--- src/rtl/lsu_pkg.sv ---
// Shared LSU definitions: access-size encodings and controller state enumeration.
package lsu_pkg;

    localparam logic [1:0] SZ_B = 2'b00;
    localparam logic [1:0] SZ_H = 2'b01;
    localparam logic [1:0] SZ_W = 2'b10;

    typedef enum logic [2:0] {
        IDLE,
        RD,
        WR,
        MERGE,
        RESP
    } lsu_state_e;

endpackage

--- src/rtl/lsu_lane.sv ---
// Lane datapath: extracts and extends the addressed byte/half of a word, and builds a merged word for sub-word stores.
// Purely combinational; no backpressure.
module lsu_lane
    import lsu_pkg::*;
(
    input  logic [1:0]  size,
    input  logic        uns,
    input  logic [1:0]  off,
    input  logic [31:0] word,
    input  logic [31:0] wdata,
    output logic [31:0] ext,
    output logic [31:0] merged
);

    logic [7:0]  byte_sel;
    logic [15:0] half_sel;

    always_comb begin
        byte_sel = word[7:0];
        case (off)
            2'd1:    byte_sel = word[15:8];
            2'd2:    byte_sel = word[23:16];
            2'd3:    byte_sel = word[31:24];
            default: byte_sel = word[7:0];
        endcase
        half_sel = off[1] ? word[31:16] : word[15:0];

        ext = '0;
        case (size)
            SZ_B:    ext = {{24{~uns & byte_sel[7]}}, byte_sel};
            SZ_H:    ext = {{16{~uns & half_sel[15]}}, half_sel};
            SZ_W:    ext = word;
            default: ext = '0;
        endcase

        merged = word;
        case (size)
            SZ_B: begin
                case (off)
                    2'd1:    merged[15:8]  = wdata[7:0];
                    2'd2:    merged[23:16] = wdata[7:0];
                    2'd3:    merged[31:24] = wdata[7:0];
                    default: merged[7:0]   = wdata[7:0];
                endcase
            end
            SZ_H: begin
                if (off[1]) merged[31:16] = wdata[15:0];
                else        merged[15:0]  = wdata[15:0];
            end
            default: merged = wdata;
        endcase
    end

endmodule

--- src/rtl/lsu.sv ---
// Load/store unit with one outstanding request; sub-word stores are read-modify-write.
// Latency: 1 cycle errors, 2 cycles loads/word stores, 3 cycles sub-word stores; req_ready only in IDLE.
module lsu
    import lsu_pkg::*;
#(
    parameter int ADDR_W  = 12,
    parameter int BADDR_W = ADDR_W + 2
) (
    input  logic               clk,
    input  logic               rst,
    input  logic               req_valid,
    output logic               req_ready,
    input  logic               req_we,
    input  logic [1:0]         req_size,
    input  logic               req_unsigned,
    input  logic [BADDR_W-1:0] req_addr,
    input  logic [31:0]        req_wdata,
    output logic               rsp_valid,
    output logic [31:0]        rsp_rdata,
    output logic               rsp_err,
    output logic [ADDR_W-1:0]  mem_addr,
    output logic               mem_we,
    output logic [31:0]        mem_din,
    input  logic [31:0]        mem_dout
);

    lsu_state_e         state_q, state_d;
    logic               we_q, we_d;
    logic [1:0]         size_q, size_d;
    logic               uns_q, uns_d;
    logic [BADDR_W-1:0] addr_q, addr_d;
    logic [31:0]        wdata_q, wdata_d;
    logic               err_q, err_d;
    logic               req_bad;
    logic [31:0]        lane_ext;
    logic [31:0]        lane_merged;

    always_ff @(posedge clk or posedge rst) begin
        if (rst) begin
            state_q <= IDLE;
            we_q    <= 1'b0;
            size_q  <= '0;
            uns_q   <= 1'b0;
            addr_q  <= '0;
            wdata_q <= '0;
            err_q   <= 1'b0;
        end else begin
            state_q <= state_d;
            we_q    <= we_d;
            size_q  <= size_d;
            uns_q   <= uns_d;
            addr_q  <= addr_d;
            wdata_q <= wdata_d;
            err_q   <= err_d;
        end
    end

    always_comb begin
        req_bad = (req_size == 2'b11)
               || (req_size == SZ_H && req_addr[0])
               || (req_size == SZ_W && req_addr[1:0] != 2'b00);
    end

    always_comb begin
        state_d = state_q;
        we_d    = we_q;
        size_d  = size_q;
        uns_d   = uns_q;
        addr_d  = addr_q;
        wdata_d = wdata_q;
        err_d   = err_q;
        case (state_q)
            IDLE: begin
                if (req_valid) begin
                    we_d    = req_we;
                    size_d  = req_size;
                    uns_d   = req_unsigned;
                    addr_d  = req_addr;
                    wdata_d = req_wdata;
                    err_d   = req_bad;
                    if (req_bad)                          state_d = RESP;
                    else if (req_we && req_size == SZ_W)  state_d = WR;
                    else                                  state_d = RD;
                end
            end
            // Sub-word stores need the old word back before merging.
            RD:      state_d = we_q ? MERGE : RESP;
            WR:      state_d = RESP;
            MERGE:   state_d = RESP;
            RESP:    state_d = IDLE;
            default: state_d = IDLE;
        endcase
    end

    lsu_lane u_lane (
        .size   (size_q),
        .uns    (uns_q),
        .off    (addr_q[1:0]),
        .word   (mem_dout),
        .wdata  (wdata_q),
        .ext    (lane_ext),
        .merged (lane_merged)
    );

    always_comb begin
        req_ready = (state_q == IDLE);
        rsp_valid = (state_q == RESP);
        rsp_err   = (state_q == RESP) && err_q;
        rsp_rdata = ((state_q == RESP) && !err_q && !we_q) ? lane_ext : 32'h0;
        mem_addr  = addr_q[BADDR_W-1:2];
        mem_we    = (state_q == WR) || (state_q == MERGE);
        mem_din   = 32'h0;
        if (state_q == WR)         mem_din = wdata_q;
        else if (state_q == MERGE) mem_din = lane_merged;
    end

endmodule

--- config.mk ---
export PLATFORM = sky130hd
export DESIGN_NAME = lsu
export DESIGN_NICKNAME = d
export VERILOG_FILES = /design/src/rtl/lsu_pkg.sv /design/src/rtl/lsu_lane.sv /design/src/rtl/lsu.sv
export SDC_FILE = /design/constraint.sdc
export NUM_CORES = 1
export LEC_CHECK = 0
export ABC_CLOCK_PERIOD_IN_PS = 5500
export CAP_MARGIN = 20
export CORE_AREA = 2 2 78 118
export CTS_CLUSTER_DIAMETER = 150
export CTS_CLUSTER_SIZE = 14
export DETAILED_ROUTE_END_ITERATION = 8
export DIE_AREA = 0 0 80 120
export GPL_ROUTABILITY_DRIVEN = 0
export GPL_TIMING_DRIVEN = 0
export PLACE_DENSITY = 0.87
export REMOVE_ABC_BUFFERS = 1
export SYNTH_ARGS = -nofsm -noshare
export SYNTH_HDL_FRONTEND = slang
export SYNTH_SLANG_ARGS = --single-unit
--- constraint.sdc ---
create_clock -name clk -period 5.5 [get_ports clk]
set_input_delay 1.65 -clock clk [delete_from_list [all_inputs] [get_ports clk]]
set_output_delay 1.65 -clock clk [all_outputs]
set_load 0.02 [all_outputs]
==> run summary <==
register area: 1351 µm²
H-Tree Depth: 2
worst path arrival time: 3.74 ns
DRT iter0 DRCs: 319
yosys synthesis chip area: 3934 µm²
# clock sinks: 54
Port Buffers: 164
final total power: 2.923 mW
status: finished clean
start point of the worst hold path: wdata_q[23]
most common library cells after synthesis: 54 x dfrtp_1, 43 x a21oi_1, 40 x mux2_4
Metal-1 WL: 4848 µm
fin nets: 606
post-DP HPWL: 9902 µm
routed wl met3: 905 µm
worst path bufs/invs: 2
Critical Path RT: 3.85 ns
placed cell count: 622
Seq/Total Area, Yosys: 0.3435
DRT Pass-1 Iters: 8
logic area: 2298 µm²
cts hold-fix bufs: 0
number of global-route vias before repair: 3945
max FFs per register: 32
Worst setup startpoint: mem_dout[15]
average cell area after synthesis: 10.32 µm²
relative slew slack: 0.2946
Ports: 165
Bufs on Longest Clock Path: 2
postcts setup bufs: 0
count leader, synth: dfrtp_1
Chip Area: 9600 µm²
row count: 42
setup slack, reg-to-reg: 3.06 ns
Worst Reg2Reg Path Length in Cells: 5
core area: 8618 µm²
Worst Setup End Kind: output port
-- cell type report --
type | count | share of cell area
Antenna cell | 2 | 0.0008656
Inverter | 5 | 0.003246
Timing Repair Buffer | 174 | 0.3168
Clock buffer | 6 | 0.02402
Tap cell | 110 | 0.02380
Multi-Input combinational cell | 281 | 0.3975
Sequential cell | 54 | 0.2337
-- cells in the final DEF, fill, tap and decap left out, drive strengths merged, types with 3 or more instances in the layout --
cell type      count
clkdlybuf4s50    164
mux2              71
dfrtp             54
a21oi             43
nor2              32
nand2             24
o21ai             23
mux2i             18
a22oi             17
a222oi            14
buf               10
a32oi              8
clkbuf             6
nor2b              6
inv                5
nor3b              4
nor3               3
nand2b             3
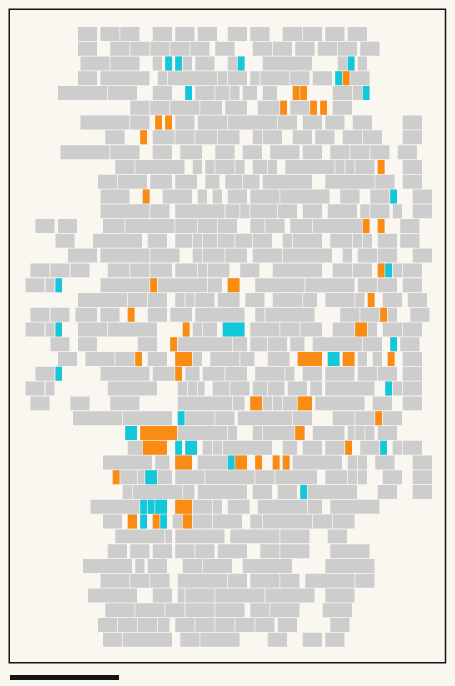
(gate families picked out)
The bar under the picture is 20 µm long.
legend:
  cyan:
    family: nand cells
    cells: 29
    where: widely spread
  orange:
    family: nor cells
    cells: 45
Comb area share: 0.3975
Top cell excl fill/tap: clkdlybuf4s50_1
Non-Filler Instances: 632

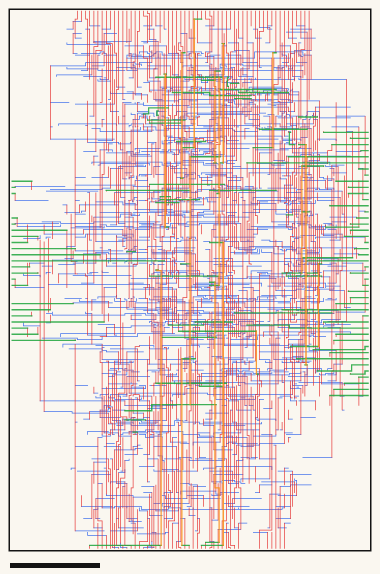
(wiring by layer)
The bar under the picture is 20 µm long.
legend:
  red:
    layer: metal 2
    wire_length: 7030 µm
  orange:
    layer: metal 4
    wire_length: 590 µm
  green:
    layer: metal 3
    wire_length: 905 µm
  blue:
    layer: metal 1
    wire_length: 4850 µm
total number of vias: 3802
detailed-route wire length: 13370 µm
total global-route track usage: 0.2763
WL/cell: 21.16 µm

No activity file was given, so power comes from the tool's default toggle rates.
